$ cat src/rtl/spi_xfer_ctrl.sv
// spi_xfer_ctrl: SPI master transfer sequencer. Generates CS_n and a
// registered SCLK at a programmable rate, and decodes the load/shift/sample
// strobes for the PISO transmit and SIPO receive registers from the
// registered state, divider and edge counters.
module spi_xfer_ctrl #(
    parameter int WordLen  = 8,
    parameter int DivWidth = 8
) (
    input  logic                clk,
    input  logic                rst,
    input  logic                Start,
    input  logic                CPOL,
    input  logic                CPHA,
    input  logic [DivWidth-1:0] ClkDiv,
    output logic                Busy,
    output logic                Done,
    output logic                CS_n,
    output logic                SCLK,
    output logic                LoadPISO,
    output logic                ShiftEdge,
    output logic                SampleEdge,
    output logic                EnSIPO
);

    localparam int EdgeW = $clog2(2 * WordLen + 1);
    localparam logic [EdgeW-1:0] FirstEdge = EdgeW'(1);
    localparam logic [EdgeW-1:0] LastEdge  = EdgeW'(2 * WordLen);

    typedef enum logic [2:0] {
        S_IDLE,
        S_SETUP,
        S_XFER,
        S_HOLD,
        S_DONE
    } state_t;

    state_t              state_q, state_d;
    logic                cpol_q, cpol_d;
    logic                cpha_q, cpha_d;
    logic [DivWidth-1:0] clkdiv_q, clkdiv_d;
    logic [DivWidth-1:0] div_q, div_d;
    logic [EdgeW-1:0]    edge_q, edge_d;
    logic                sclk_q, sclk_d;

    logic div_wrap;
    logic edge_evt;
    logic sample_now;
    logic shift_skip;

    // Half-period boundary of the divider; an edge event in XFER.
    assign div_wrap   = (div_q == clkdiv_q);
    assign edge_evt   = (state_q == S_XFER) && div_wrap;
    // Odd edges are leading: CPHA=0 samples on them, CPHA=1 on the even ones.
    assign sample_now = cpha_q ? ~edge_q[0] : edge_q[0];
    // The one non-sample edge per word that must not advance the PISO.
    assign shift_skip = cpha_q ? (edge_q == FirstEdge) : (edge_q == LastEdge);

    // State, shadow settings, counters and SCLK register.
    always_ff @(posedge clk or posedge rst) begin
        if (rst) begin
            state_q  <= S_IDLE;
            cpol_q   <= 1'b0;
            cpha_q   <= 1'b0;
            clkdiv_q <= '0;
            div_q    <= '0;
            edge_q   <= '0;
            sclk_q   <= 1'b0;
        end else begin
            // NOTE: non-blocking assignments so every register updates from
            // the pre-edge values, independent of statement order.
            state_q  <= state_d;
            cpol_q   <= cpol_d;
            cpha_q   <= cpha_d;
            clkdiv_q <= clkdiv_d;
            div_q    <= div_d;
            edge_q   <= edge_d;
            sclk_q   <= sclk_d;
        end
    end

    // Next-state, counter and SCLK sequencing.
    always_comb begin
        // NOTE: every variable gets a default first so no path leaves one
        // unassigned, which would infer a latch.
        state_d  = state_q;
        cpol_d   = cpol_q;
        cpha_d   = cpha_q;
        clkdiv_d = clkdiv_q;
        div_d    = div_q;
        edge_d   = edge_q;
        sclk_d   = cpol_q;

        case (state_q)
            S_IDLE: begin
                sclk_d = CPOL;
                div_d  = '0;
                if (Start) begin
                    cpol_d   = CPOL;
                    cpha_d   = CPHA;
                    clkdiv_d = ClkDiv;
                    state_d  = S_SETUP;
                end
            end
            S_SETUP: begin
                if (div_wrap) begin
                    div_d   = '0;
                    edge_d  = FirstEdge;
                    state_d = S_XFER;
                end else begin
                    div_d = div_q + 1'b1;
                end
            end
            S_XFER: begin
                sclk_d = sclk_q;
                if (div_wrap) begin
                    div_d  = '0;
                    sclk_d = ~sclk_q;
                    if (edge_q == LastEdge) begin
                        state_d = S_HOLD;
                    end else begin
                        edge_d = edge_q + 1'b1;
                    end
                end else begin
                    div_d = div_q + 1'b1;
                end
            end
            S_HOLD: begin
                if (div_wrap) begin
                    div_d   = '0;
                    state_d = S_DONE;
                end else begin
                    div_d = div_q + 1'b1;
                end
            end
            S_DONE: begin
                state_d = S_IDLE;
            end
            default: begin
                state_d = S_IDLE;
            end
        endcase
    end

    assign Busy       = (state_q != S_IDLE);
    assign Done       = (state_q == S_DONE);
    assign CS_n       = !((state_q == S_SETUP) || (state_q == S_XFER) || (state_q == S_HOLD));
    assign SCLK       = sclk_q;
    assign LoadPISO   = (state_q == S_SETUP) && (div_q == '0);
    assign EnSIPO     = (state_q == S_XFER);
    assign SampleEdge = edge_evt && sample_now;
    assign ShiftEdge  = edge_evt && !sample_now && !shift_skip;

endmodule

$ cat config.mk
export PLATFORM = sky130hd
export DESIGN_NAME = spi_xfer_ctrl
export DESIGN_NICKNAME = d
export VERILOG_FILES = /design/src/rtl/spi_xfer_ctrl.sv
export SDC_FILE = /design/constraint.sdc
export NUM_CORES = 1
export LEC_CHECK = 0
export CORE_MARGIN = 2
export CORE_UTILIZATION = 61
export CTS_BUF_LIST = sky130_fd_sc_hd__clkbuf_8
export DETAILED_ROUTE_END_ITERATION = 10
export GPL_ROUTABILITY_DRIVEN = 0
export HOLD_SLACK_MARGIN = 0.12
export PLACE_DENSITY = 0.84
export REMOVE_ABC_BUFFERS = 1
export SKIP_LAST_GASP = 1
export SLEW_MARGIN = 20
export SYNTH_ARGS = -nofsm -noshare
export SYNTH_HDL_FRONTEND = slang
export SYNTH_SLANG_ARGS = --single-unit
$ cat constraint.sdc
create_clock -name clk -period 4.7 [get_ports clk]
set_input_delay 0.94 -clock clk [delete_from_list [all_inputs] [get_ports clk]]
set_output_delay 0.94 -clock clk [all_outputs]
set_load 0.03 [all_outputs]
Routed clock nets over the placement:
Scale bar: 20 um.
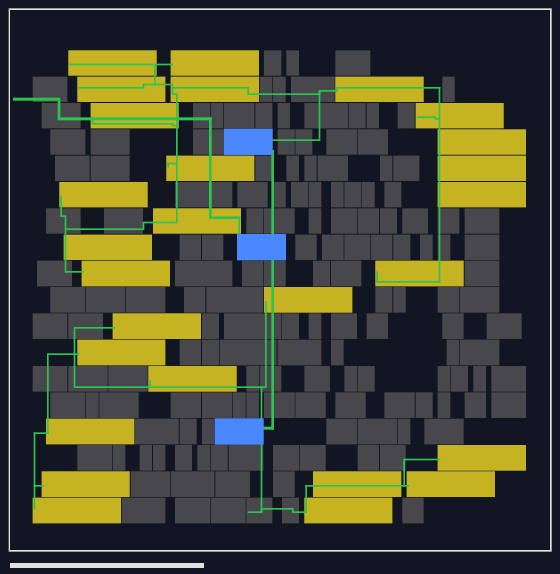
legend:
  blue:
    item: cells driving clock nets
    count: 3
  yellow:
    item: flip-flops
    count: 27
  green:
    item: clock wires
    length: 322 um
flops lie: all over the die
clock network power: 0.000136 W
Clk network pwr share: 12.9%
clk_lat worst skew: 0.28 ns
Worst Skew: 0.00682 ns

The clock network:
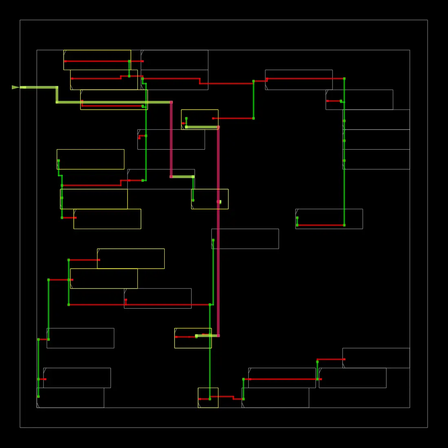
CLK BUF: 3
registers: 27

==> flow_metrics.py <==
# Physical implementation metrics
metrics = {
    "final_timing": {
        "hold_viol_final": 0,
        "finalSetupViolCount": 0,
        "max_slew_margin_pct": 37.7,
        "tightest_slew_ns": 0.929,
        "timing.final.crit_period_ns": 3.66,
        "layout_setup_ws_ns": 1.04,
        "min_period_over_period_pct": 77.9,
        "fin_tns_setup_ns": 0,
        "max_freq_ghz": 0.273,
    },
    "cells_and_area": {
        "stdcell_count": 212,
        "nNetsFinal": 201,
        "area_growth_pct": 14.6,
        "seq_area_um2": 676,
        "final-comb-area_um2": 868,
    },
    "cts": {
        "h-tree-depth": 1,
        "cts_setup_buffers": 0,
        "cts_sinks": 27,
        "cts_hold_buf": 0,
        "cts_resized": 0,
        "cts_root_buf": "clkbuf_8",
        "cts_buffer_depth": 2,
        "cts_tree": "yes",
    },
    "floorplan": {
        "die_y_um": 55.8,
        "die_w_um": 55.8,
        "die-area_um2": 3110,
    },
    "run_status": {
        "outcome": "finished clean",
    },
    "flow_run": {
        "tool_warnings": 28,
    },
    "worst_setup_path": {
        "cp_max_fo": 10,
        "r2r-end": "edge_q[0]",
        "critPathSlowestCell": "clkdlybuf4s50_1",
        "critPathLaunchType": "flip-flop",
        "worstRegToRegCells": 6,
        "r2r_slack_ns": 2.59,
        "crit_family": "simple AND/OR/NAND/NOR gates",
        "critPathMaxStageDelay_ns": 0.67,
    },
    "detailed_routing": {
        "dr.pass1.iters": 4,
        "ant_nets": 0,
        "drc": 0,
        "wl_per_cell_um": 15.7,
        "drt_wl_total_um": 3330,
        "via_per_inst": 6.24,
        "drtIter0Drc": 45,
    },
    "synth": {
        "netlist_area_um2": 1640,
        "synth-edff-count": 0,
        "ff_type": "dfrtp_1",
        "synthTopCellsByArea": "dfrtp_1 (41%), mux2_1 (7.6%), xnor2_2 (5.0%)",
        "synth_flop_count": 27,
        "yosysTopAreaCellShare_pct": 41.3,
        "synth_area_leader_cell": "dfrtp_1",
    },
    "power_and_ir_drop": {
        "pwr-share-seq_pct": 42.1,
        "power_switching_w": 0.000456,
        "pwr-share-comb_pct": 45.0,
        "internal_power_w": 0.000599,
        "powerDensity_nw_per_um2": 562,
        "power_switching_share_pct": 43.2,
    },
    "global_routing": {
        "antenna_found_initial": 0,
        "grt_start_max_net_pins": 28,
        "globalRouteOverflowTotal": 0,
        "grt_pass1_wl_um": 5770,
        "grt_pass1_vias": 1264,
    },
    "min_path": {
        "holdPathEnd": "cpol_q",
        "hp-start": "cpol_q",
    },
    "place": {
        "hpwlAfterDp_um": 2450,
        "port-buffer-count": 20,
    },
}
[stage by stage]
stage	power, W	instance area [um2]	utilization [%]
after floorplan	0.000777	1590	-
after global placement	0.000889	1830	73.1
after detailed placement	0.000914	1830	73.1
after CTS	0.00105	1880	75.0
after global routing	0.00113	1880	75.0
final	0.00105	1880	75.0
[cell families (layout without fill, tap and decap cells)]
kind of cell	Yosys count	after routing	share of synthesized area, %
xor gates and xnor gates	11	11	8.18
DFF	27	27	41.3
muxes	13	13	8.87
adders and majority gates	5	5	3.82
and+or+nand+nor	61	61	20.3
buffers and inverters	20	36	5.66
AOI/OAI and AO/OA	29	29	11.9
[cells in the mapped netlist (2+ instances only)]
library cell and number:
xnor2_2 5, a21oi_1 2, mux2_1 11, ha_1 5, or3_1 3, nor3_1 6, buf_2 2, nand3_1 8
o21ai_1 6, nand2_1 14, nor2_1 9, o21bai_1 3, nor4_1 3, inv_1 9, buf_4 2, inv_2 2
a31oi_1 2, clkbuf_1 3, nand2b_1 4, dfrtp_1 27, o211ai_1 3, o21ai_0 4, nand4_1 4, o41ai_1 2
xnor2_1 5
[registers in the layout, summed over array words and instances, names as in the netlist]
register  cells
clkdiv_q      8
edge_q        5
div_q         8
SCLK          1
cpha_q        1
state_q       3
cpol_q        1
[per-layer routing]
| layer | vias up | GRT usage, % | wire length (um) |
|---|---|---|---|
| li1 | 619 | - | - |
| met1 | 633 | 32.5 | 1520 |
| met2 | 61 | 35.9 | 1540 |
| met3 | 9 | 2.79 | 214 |
| met4 | 0 | 9.41 | 58 |
| met5 | - | 0 | 0 |
[final cells by class]
cell class,count,area share (%)
multi-input cells,119,46.3
flip-flops and latches,27,36.0
repair buffers,20,10.7
inverters,12,2.40
clock buffers,3,2.20
well taps,30,2.00
clock inverters,1,0.400
[worst max path at each step]
| stage | endpoint | slack, ns | depth (start not counted) | from |
|---|---|---|---|---|
| after global routing | SampleEdge | 0.87 | 5 | div_q[6] |
| after CTS | ShiftEdge | 1.07 | 5 | div_q[6] |
| final | ShiftEdge | 1.04 | 5 | div_q[1] |
| after detailed placement | ShiftEdge | 1.42 | 5 | div_q[6] |
| after global placement | SampleEdge | 1.49 | 5 | div_q[7] |
| after floorplan | SampleEdge | 1.96 | 4 | div_q[2] |
[power groups by stage]
stage,sequential [W],clock (W),combinational (W)
detailed placement,0.000448,0,0.000466
floorplan,0.000421,0,0.000356
CTS,0.000443,0.000137,0.000474
global route,0.000457,0.000147,0.000523
finish,0.000444,0.000136,0.000475
global placement,0.000438,0,0.000451
[placed cells by master (no fill, tap or decap), drive strengths merged, types with 2 or more instances in the layout]
cell           netlist  routed
nand2               14      14
o211ai               3       3
or3                  3       3
nand2b               4       4
nor4                 4       4
clkinv               1       2
clkbuf               3       3
o41ai                2       2
ha                   5       5
o21ai               10      10
clkdlybuf4s50        0      20
mux2                12      12
nand4                4       4
xnor2               10      10
a31oi                2       2
dfrtp               27      27
nor3                 6       6
nor2                10      10
inv                 11      10
o21bai               3       3
a21oi                2       2
nand3                8       8
Power and IR drop assume default switching activity.
